==> config.mk <==
export PLATFORM = sky130hd
export DESIGN_NAME = serial_adder_flat
export DESIGN_NICKNAME = d
export VERILOG_FILES = /design/src/rtl/serial_adder_pkg.sv /design/src/rtl/serial_adder_if.sv /design/src/rtl/serial_adder_fa.sv /design/src/rtl/serial_adder.sv /design/src/flat_wrapper.sv
export SDC_FILE = /design/constraint.sdc
export NUM_CORES = 1
export LEC_CHECK = 0
export ABC_AREA = 1
export CAP_MARGIN = 20
export CORE_MARGIN = 3
export CORE_UTILIZATION = 52
export CTS_CLUSTER_SIZE = 30
export DETAILED_ROUTE_END_ITERATION = 8
export GPL_TIMING_DRIVEN = 0
export MAX_ROUTING_LAYER = met4
export PLACE_DENSITY = 0.89
export SLEW_MARGIN = 20
export SYNTH_ARGS = -nofsm -noshare
export SYNTH_HDL_FRONTEND = slang
export SYNTH_HIERARCHICAL = 1
export SYNTH_SLANG_ARGS = --single-unit
==> constraint.sdc <==
create_clock -name clk -period 1.6 [get_ports clk]
set_input_delay 0.24 -clock clk [delete_from_list [all_inputs] [get_ports clk]]
set_output_delay 0.24 -clock clk [all_outputs]
set_load 0.02 [all_outputs]
==> src/rtl/serial_adder_pkg.sv <==
// Shared definitions for the bit-serial adder: FSM state encodings and default width.
package serial_adder_pkg;

  localparam int DEF_WIDTH = 8;

  typedef enum logic [1:0] {
    ST_IDLE  = 2'b00,
    ST_SHIFT = 2'b01,
    ST_DONE  = 2'b10
  } state_t;

endpackage

==> src/rtl/serial_adder_if.sv <==
// Request/result bundle between a requester and the bit-serial adder.
interface serial_adder_if
  import serial_adder_pkg::*;
#(
  parameter int WIDTH = DEF_WIDTH
);
  logic             start;
  logic [WIDTH-1:0] a;
  logic [WIDTH-1:0] b;
  logic             cin;
  logic             busy;
  logic             done;
  logic [WIDTH-1:0] sum;
  logic             cout;

  modport master (output start, a, b, cin, input busy, done, sum, cout);
  modport slave  (input start, a, b, cin, output busy, done, sum, cout);
endinterface

==> src/rtl/serial_adder_fa.sv <==
// Single-bit full adder cell driven one bit per clock by serial_adder.
module full_adder (
  input  logic a,
  input  logic b,
  input  logic c,
  output logic sum,
  output logic carry
);
  assign sum   = a ^ b ^ c;
  assign carry = (a & b) | (c & (a ^ b));
endmodule

==> src/rtl/serial_adder.sv <==
// Bit-serial adder: streams operands LSB-first through one full_adder, one bit per clock,
// and presents the assembled sum/cout with a single-cycle done pulse.
module serial_adder
  import serial_adder_pkg::*;
#(
  parameter int WIDTH = DEF_WIDTH
) (
  input  logic             clk,
  input  logic             rst_n,
  serial_adder_if.slave    bus
);

  localparam int                CNT_W    = (WIDTH > 1) ? $clog2(WIDTH) : 1;
  localparam logic [CNT_W-1:0]  CNT_LAST = CNT_W'(WIDTH - 1);

  state_t           state;
  logic [WIDTH-1:0] a_sh;
  logic [WIDTH-1:0] b_sh;
  logic [WIDTH-1:0] sum_sh;
  logic [WIDTH-1:0] sum_q;
  logic [WIDTH-1:0] sum_next;
  logic [CNT_W-1:0] cnt;
  logic             carry;
  logic             cout_q;
  logic             done_q;
  logic             fa_sum;
  logic             fa_carry;

  full_adder u_fa (a_sh[0], b_sh[0], carry, fa_sum, fa_carry);

  // New sum bit enters at the MSB so after WIDTH shifts bit 0 sits at the LSB.
  assign sum_next = {fa_sum, sum_sh[WIDTH-1:1]};

  always_ff @(posedge clk) begin
    if (!rst_n) begin
      state  <= ST_IDLE;
      a_sh   <= '0;
      b_sh   <= '0;
      sum_sh <= '0;
      sum_q  <= '0;
      cnt    <= '0;
      carry  <= 1'b0;
      cout_q <= 1'b0;
      done_q <= 1'b0;
    end else begin
      done_q <= 1'b0;
      case (state)
        ST_IDLE, ST_DONE: begin
          if (bus.start) begin
            a_sh  <= bus.a;
            b_sh  <= bus.b;
            carry <= bus.cin;
            cnt   <= '0;
            state <= ST_SHIFT;
          end else begin
            state <= ST_IDLE;
          end
        end
        ST_SHIFT: begin
          sum_sh <= sum_next;
          carry  <= fa_carry;
          a_sh   <= a_sh >> 1;
          b_sh   <= b_sh >> 1;
          cnt    <= cnt + 1'b1;
          if (cnt == CNT_LAST) begin
            sum_q  <= sum_next;
            cout_q <= fa_carry;
            done_q <= 1'b1;
            state  <= ST_DONE;
          end
        end
        default: state <= ST_IDLE;
      endcase
    end
  end

  assign bus.busy = (state == ST_SHIFT);
  assign bus.done = done_q;
  assign bus.sum  = sum_q;
  assign bus.cout = cout_q;

endmodule

==> src/flat_wrapper.sv <==
// flat-port wrapper written by rule: the top's interface ports become plain ports
module serial_adder_flat import serial_adder_pkg::*;
#(
  parameter int WIDTH = DEF_WIDTH
)
  (clk, rst_n, bus_start, bus_a, bus_b, bus_cin, bus_busy, bus_done, bus_sum, bus_cout);
  serial_adder_if #(.WIDTH(WIDTH)) bus_i ();
  input  logic clk;
  input  logic rst_n;
  input wire logic [$bits(bus_i.start)-1:0] bus_start;
  input wire logic [$bits(bus_i.a)-1:0] bus_a;
  input wire logic [$bits(bus_i.b)-1:0] bus_b;
  input wire logic [$bits(bus_i.cin)-1:0] bus_cin;
  output wire logic [$bits(bus_i.busy)-1:0] bus_busy;
  output wire logic [$bits(bus_i.done)-1:0] bus_done;
  output wire logic [$bits(bus_i.sum)-1:0] bus_sum;
  output wire logic [$bits(bus_i.cout)-1:0] bus_cout;
  assign bus_i.start = bus_start;
  assign bus_i.a = bus_a;
  assign bus_i.b = bus_b;
  assign bus_i.cin = bus_cin;
  assign bus_busy = bus_i.busy;
  assign bus_done = bus_i.done;
  assign bus_sum = bus_i.sum;
  assign bus_cout = bus_i.cout;
  serial_adder #(.WIDTH(WIDTH)) u_core (.clk(clk), .rst_n(rst_n), .bus(bus_i));
endmodule
==> run_1/clk_routes.png <==
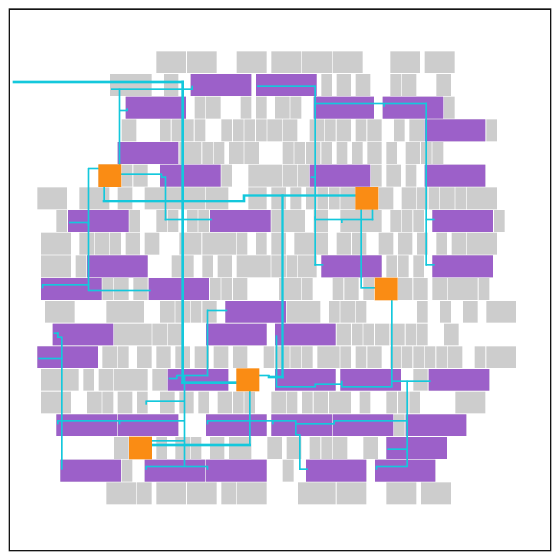
flip-flops -> purple  # count 39
clock drivers -> orange  # count 5
clock wires -> cyan  # length 471 um
flops lie = spread over the die
routed clock nets = 6

==> run_1/clocks.png <==
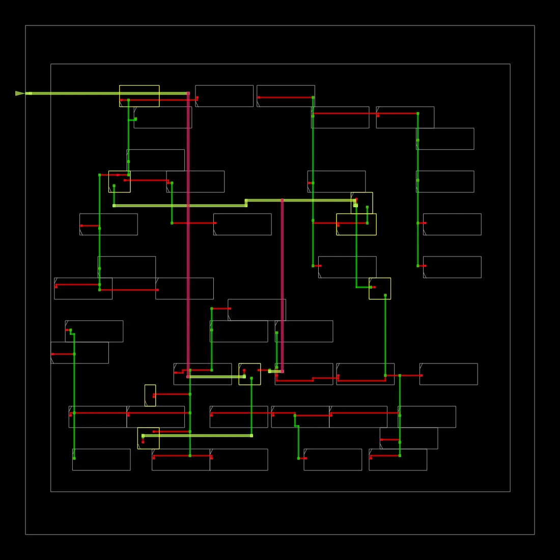
clock latency on the worst-skew pair: 0.35 ns
number of CTS-inserted buffers: 5

==> run_1/placement_by_type.png <==
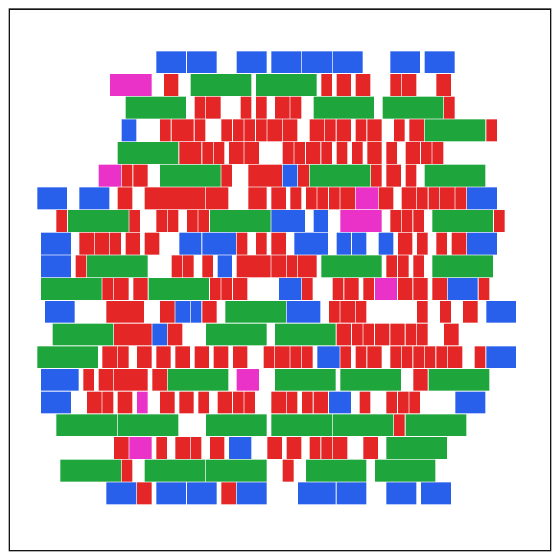
other buffers and delay cells -> blue  # cells 48, share of their area 20%
flops -> green  # cells 39, share of their area 36%
clock drivers and dummy loads -> magenta  # cells 8, share of their area 3.1%
combinational and other logic -> red  # cells 197, share of their area 42%

[run 1: flip-flops by register name, summed over array words and instances, names as in the netlist]
name and count:
u_core/a_sh 8, u_core/b_sh 8, u_core/bus.cout 1, u_core/bus.done 1
u_core/bus.sum 8, u_core/carry 1, u_core/cnt 3, u_core/state 2
u_core/sum_sh 7
[run 1: routing by layer]
metal,track usage [%],vias to the layer above,share of wire [%]
li1,-,869,-
met1,25.3,740,46
met2,32.6,47,46
met3,6.93,4,6.6
met4,9.23,0,1.5
met5,-,-,0
[run 1: what timing repair did]
action,in CTS,in global routing
endpoints found under the setup margin,1,3
cloned,0,0
gates resized,6,3
setup buffers,0,2
pin swaps,0,0
hold buffers,0,0
hold endpoints to repair,0,0
[run 1: power breakdown]
part,switching [uW],internal (uW)
logic,213,174
clock network,315,259
registers,27.4,1040
total,555,1470
==> results.toml, run 1 <==
# physical design summary
[synth]
post-synth-top-count-cell = "nand2_1"
edf_count = 0
synth_xor_xnor_area_share_pct = 0
synthTopLogicFamily = "simple AND/OR/NAND/NOR gates"

[floorplanning]
die_h_um = 64.7
row_count = 20
fp_util_pct = 56.5
die_w_um = 64.7

[timing]
worst_pin_slew_ns = 0.402
period_minus_slack_ns = 1.55

[outcome]
outcome = "finished clean"

[final_layout]
fin_cells = 336
final_nets = 314
seq_share_pct = 34.8
fillers = 275
area_delta_synth_final_pct = 25.0
n_all_buffers = 48

[global_routing]
grt_start_max_net_pins = 12

[setup_path]
start_kind = "flip-flop"

[job]
cap_violations = 0
warnings = 26

[detailed_routing]
routed_wl_um = 3750

[power_and_ir_drop]
total_power_uw = 2020

[placement]
port_buffers = 30
place_area_sq_um = 2150
==> run_1/flops_by_reg.png <==
Scale bar: 20 um.
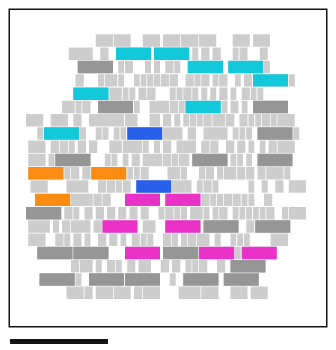

==> inputs of run 2 (changes only) <==
CORE_UTILIZATION = 45   (was 52)
PLACE_DENSITY = 0.8   (was 0.89)
==> run_2/flops_by_reg.png <==
Scale bar: 20 um.
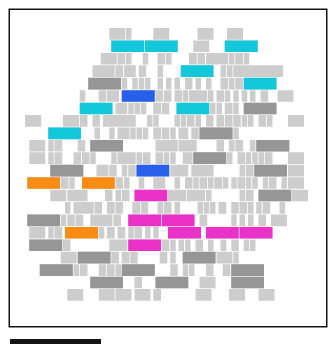
`u_core/sum_sh` -> magenta  # flops 7
`u_core/cnt` -> orange  # flops 3
`u_core/state` -> blue  # flops 2
`u_core/b_sh` -> cyan  # flops 8
flop share of the area: 34.5%
core occupancy in the finished layout: 60.4%
Flop+latch power: 1070 uW
register area: 781 sq um

==> run 2 against run 1 <==
Effect of this change:
- design area increased by 0.89%
- routed wire length increased by 1.8%
- combinational power decreased by 2%
- clock power increased by 39%
- die area increased by 14%
- via count decreased by 2.7%
- synthesized cell count unchanged
- maximum frequency increased by 0.90%
- flip-flop count unchanged
- cell count increased by 0.30%
- critical endpoint is now bus_busy
- largest power group unchanged
- highest routed layer unchanged
==> results.toml, run 2 <==
# physical design summary
[power_and_ir_drop]
leakage_uw = 0.00106
power_density_nw_per_um2 = 991
vdd_drop_max_uv = 502
total_power_uw = 2240

[timing]
worst_pin_slew_ns = 0.411
finalSetupTns_ns = 0
finalClockPeriodUsage_pct = 95.8
period_minus_slack_ns = 1.53

[setup_path]
start_kind = "flip-flop"
reg2reg_to = "u_core/bus.sum[1]$_SDFFE_PN0P_"
crit_fanout = 10
r2r_cells = 7
cp.arrival_ns = 1.29
slowest_stage = "dfxtp_1"

[clocking]
post-cts-setup-buffers = 0
cts_resized = 6
clockBufferDepth = 2
holdBufCountCts = 0
cts-root-buf = "clkbuf_8"
cts_buffers = 5

[placement]
port_buffers = 30
place_area_sq_um = 2150

[floorplanning]
die_w_um = 69.1
row_count = 22
fp_util_pct = 47.9
die_h_um = 69.1

[final_layout]
fillers = 350
area_delta_synth_final_pct = 26.1
nClkBuffers = 5
final_nets = 312
n_all_buffers = 46

[synth]
synth_xor_xnor_area_share_pct = 0
synth.cell_area_sq_um = 1790
synth_flop_count = 39
synthTopLogicFamily = "simple AND/OR/NAND/NOR gates"
synthAoiAreaFrac_pct = 6.42
syn_avg_cell_area_sq_um = 7.12
edf_count = 0
post-synth-top-count-cell = "nand2_1"
adder_share_pct = 2.51

[outcome]
outcome = "finished clean"

[detailed_routing]
vias = 1615
routed_wl_um = 3820

[job]
warnings = 26
cap_violations = 0

[global_routing]
grt_start_max_net_pins = 13
==> run_2/clk_routes.png <==
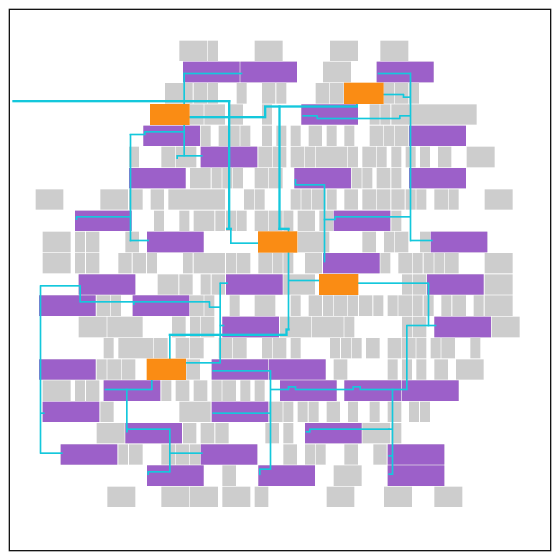
Clk pwr share: 35.5%
clock latency on the worst-skew pair: 0.29 ns
Worst Clk Skew: 0.0113 ns

## run 2: cell counts after synthesis
Identical to the previous run, type by type.
## run 2: logic make-up (layout without fill, tap and decap cells)
group / count (synthesis) / in the layout
adder cells (fa/ha/maj): 3 / 3
AND-OR/OR-AND: 23 / 23
flip-flops: 39 / 39
buffers and inverters: 54 / 91
AND/OR/NAND/NOR: 133 / 133
## run 2: power breakdown
part	switching, uW	internal (uW)	total (uW)	leakage, uW
logic	211	169	380	0.000691
clock network	341	456	797	0.0000502
registers	29.1	1040	1070	0.000320
total	581	1660	2240	0.00106
## run 2: metal layers
layer  up-vias  share of wire (%)  global-route usage (%)
li1        864                  -                       -
met1       709                 48                    22.3
met2        38                 46                    26.3
met3         4                5.6                    5.83
met4         0               0.81                    5.21
met5         -                  0                       -
Power figures rest on the tool's default switching activity, not on a simulated workload.
